Design apb_master_bridge_flat, sky130hd; sources not shown.
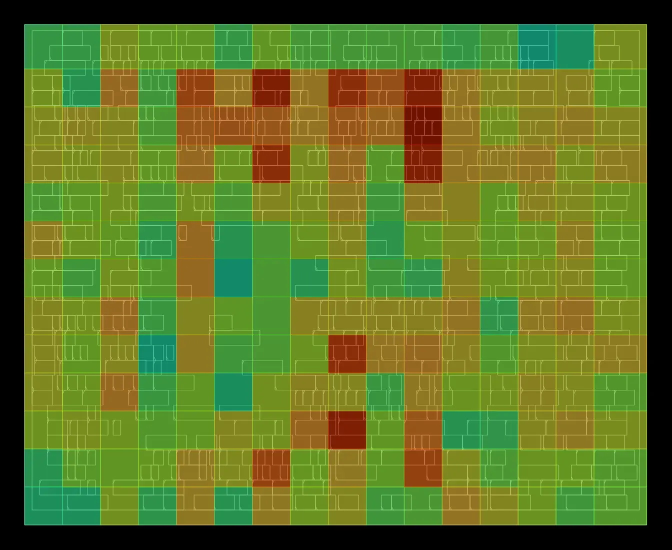
Fig. 1. Routing congestion map.
fin util: 65.6%
met1 Track Usage GR: 23.6%
WL/cell: 14.4 um

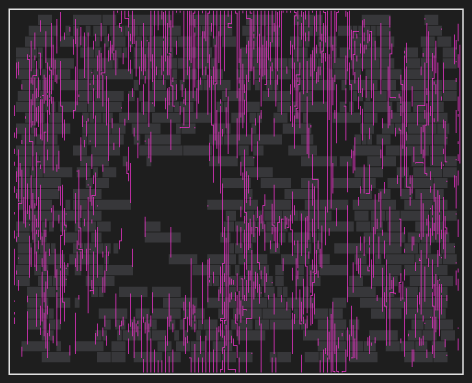
Fig. 2. Met2 routing.
Drawn at 4 px/um. Cells faint in the background.
share of all routed wire = 48%
nets with wire on the layer = 641
longest straight run = 50.3 um
wire length on this layer = 5140 um
DR vias: 3697
GR Layer Usage met2: 36.9%
Total Routed Length: 10800 um

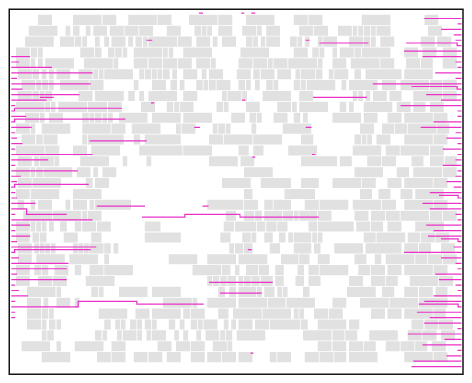
Fig. 3. Signal wires on met3.
Drawn at 4 px/um. Cells faint in the background.
longest straight run = 27.6 um
nets with wire on the layer = 125
GR Util met3: 7.72%

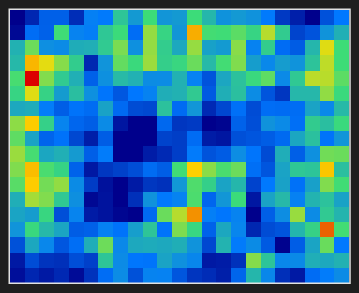
Fig. 4. Routed metal per tile.
Drawn at 3 px/um. The die is cut into 23 by 18 equal tiles; dark blue is low, red is high, scaled to the fullest tile. Values are wire area over tile area, all layers added.
emptiest ninth of the die = middle
mean over tiles = 0.17
tiles over half the peak = 17%
GRT Util Overall: 21.1%

==> metrics.cfg <==
[synthesis]
yosysWarningCount = 0
synth_stat.cells = 425
yosys.area.top_type_share_pct = 56.2
top_cells_by_area = dfxtp_1 (56%), nand2_1 (13%), a21oi_1 (9.1%)
yosysTopAreaCell = dfxtp_1
fp_nets = 536
syn_area_per_cell_um2 = 9.06
syn_inst = 425
netlist_area_mm2 = 0.00385
yosysChipArea_mm2 = 0.00385

[sta]
drv_slew = 0
fin_worst_skew_ps = 6.35
setup_slack_ps = 303
setup-tns-final_ps = 0
period_used_pct = 85.6
fmaxAchievable_ghz = 0.557
hold_viol_final = 0
rsz0062_at_grt = false
fin_crit_ps = 1800
setup_violations = 0

[setup_path]
crit_path_max_fanout = 32
rrSetupSlack_ps = 300
worstPathRequired_ps = 2380
critPathMaxStageDelay_ps = 340
critPathArrivalTime_ps = 2080
cp-end-kind = register
cpMostUsedCell = ha_1
start_kind = register
reg2regPathDepth = 7
critical_path.slowest_cell = dfxtp_1
cp_cell_sequence = ha_1 -> and3_1 -> ha_1 -> or2_1 -> a21oi_2 -> buf_12 -> a22o_1
worst-setup-path-type = register to register

[global_route]
antenna_found_initial = 0
grt-ovfl-total = 0
grt_pass1_vias = 3693
grt_max_degree = 46

[clock_network]
post_cts.repair.setup_buffers = 0
cts-resized-gates = 0
cts_tree = yes
clkTransAtPathRegs_ps = 70
cts_hold_buf = 0
clock_sink_count = 108
cts_buffers = 9
clk_latency_ps = 340
root_buffer = clkbuf_16
clock_path_buffers = 2
htreeDepth = 3

[drt]
ant_nets = 0
drt_first_pass_iters = 4
route.detailed.drc = 0
drt_iter0_drc = 187
vias_per_cell = 4.96

[die]
row_count = 32
die_h_um = 90.9
fp_util_pct = 40.1
fp.dieW_um = 113
coreArea_mm2 = 0.00961

[power]
leakage_nw = 2.35
peakVddDrop_mv = 0.627

[placed_design]
dp.cells = 730
placed_cell_area_mm2 = 0.00599
portBuffers = 206
post-place-ws_ps = 307

[finish]
drive_above_1_share_pct = 5.42
fin_cells = 746
layout_top_cell = clkdlybuf4s50_1
areaGrowthSynthToFinish_pct = 63.6
antenna_cells = 0

[min_path]
hp-class = input pin to register

[flow_run]
warning_count = 31
max_cap_violations = 0

[run_status]
status = completed

-- routing by layer --
metal	routed length, um	track usage, %
met2	5140	36.9
met3	928	7.72
met4	207	7.46
met1	4470	23.6
met5	0	0
-- cell usage after synthesis --
cell type and n:
nand2_1 136, dfxtp_1 108, a21oi_1 70, a22o_1 32, buf_2 13, clkbuf_1 9
ha_1 8, nand2b_1 6, nor2_1 6, nor2b_1 4, buf_4 3, buf_6 3
inv_1 3, nor3_1 2, o21ai_0 2, o31ai_1 2, or4_1 2, a2111oi_2 1
a211oi_1 1, a21oi_2 1, and2_1 1, and3_1 1, mux2i_1 1, nand3_1 1
nand3b_1 1, nor3b_2 1, nor4_4 1, o211ai_1 1, o21bai_1 1, or2_1 1
or3_1 1, xnor2_1 1, xor2_1 1
-- cells by family (layout without fill, tap and decap cells) --
kind of cell	count (synthesis)	in the layout	share of synthesized area, %
and+or+nand+nor	164	164	18.0
AOI/OAI and AO/OA	111	111	18.2
DFF	108	108	56.2
buffers and inverters	31	233	4.32
adders and majority gates	8	8	2.60
xor gates and xnor gates	2	2	0.455
muxes	1	1	0.260
-- layout make-up --
class	count	area, um^2
Clock inverter	6	71.3
Inverter	3	11.3
Tap cell	119	149
Fill cell	796	3310
Multi-Input combinational cell	286	1530
Timing Repair Buffer	214	2140
Clock buffer	10	239
Sequential cell	108	2160
-- power breakdown --
part	total, W	switching, W	leakage (nW)	internal, W
sequential	0.00253	0.000170	0.881	0.00236
combinational	0.00298	0.00195	1.31	0.00103
clock	0.00173	0.000759	0.151	0.000970
total	0.00723	0.00287	2.35	0.00436
-- stage by stage --
stage	util [%]	hold WS, ps	total power (W)
after floorplan	-	343	0.00450
after global placement	62.3	441	0.00549
after detailed placement	62.3	448	0.00556
after CTS	65.6	199	0.00731
after global routing	65.6	222	0.00760
final	65.6	210	0.00723
-- worst max-delay path: cells and delay by family, from the launching register on --
kind	cells	cell delay, ps
flops	1	340
simple gates	2	430
buf+inv	1	200
compound gates	2	340
fa+ha+maj	2	420
Power is estimated from default activity; no workload was simulated.
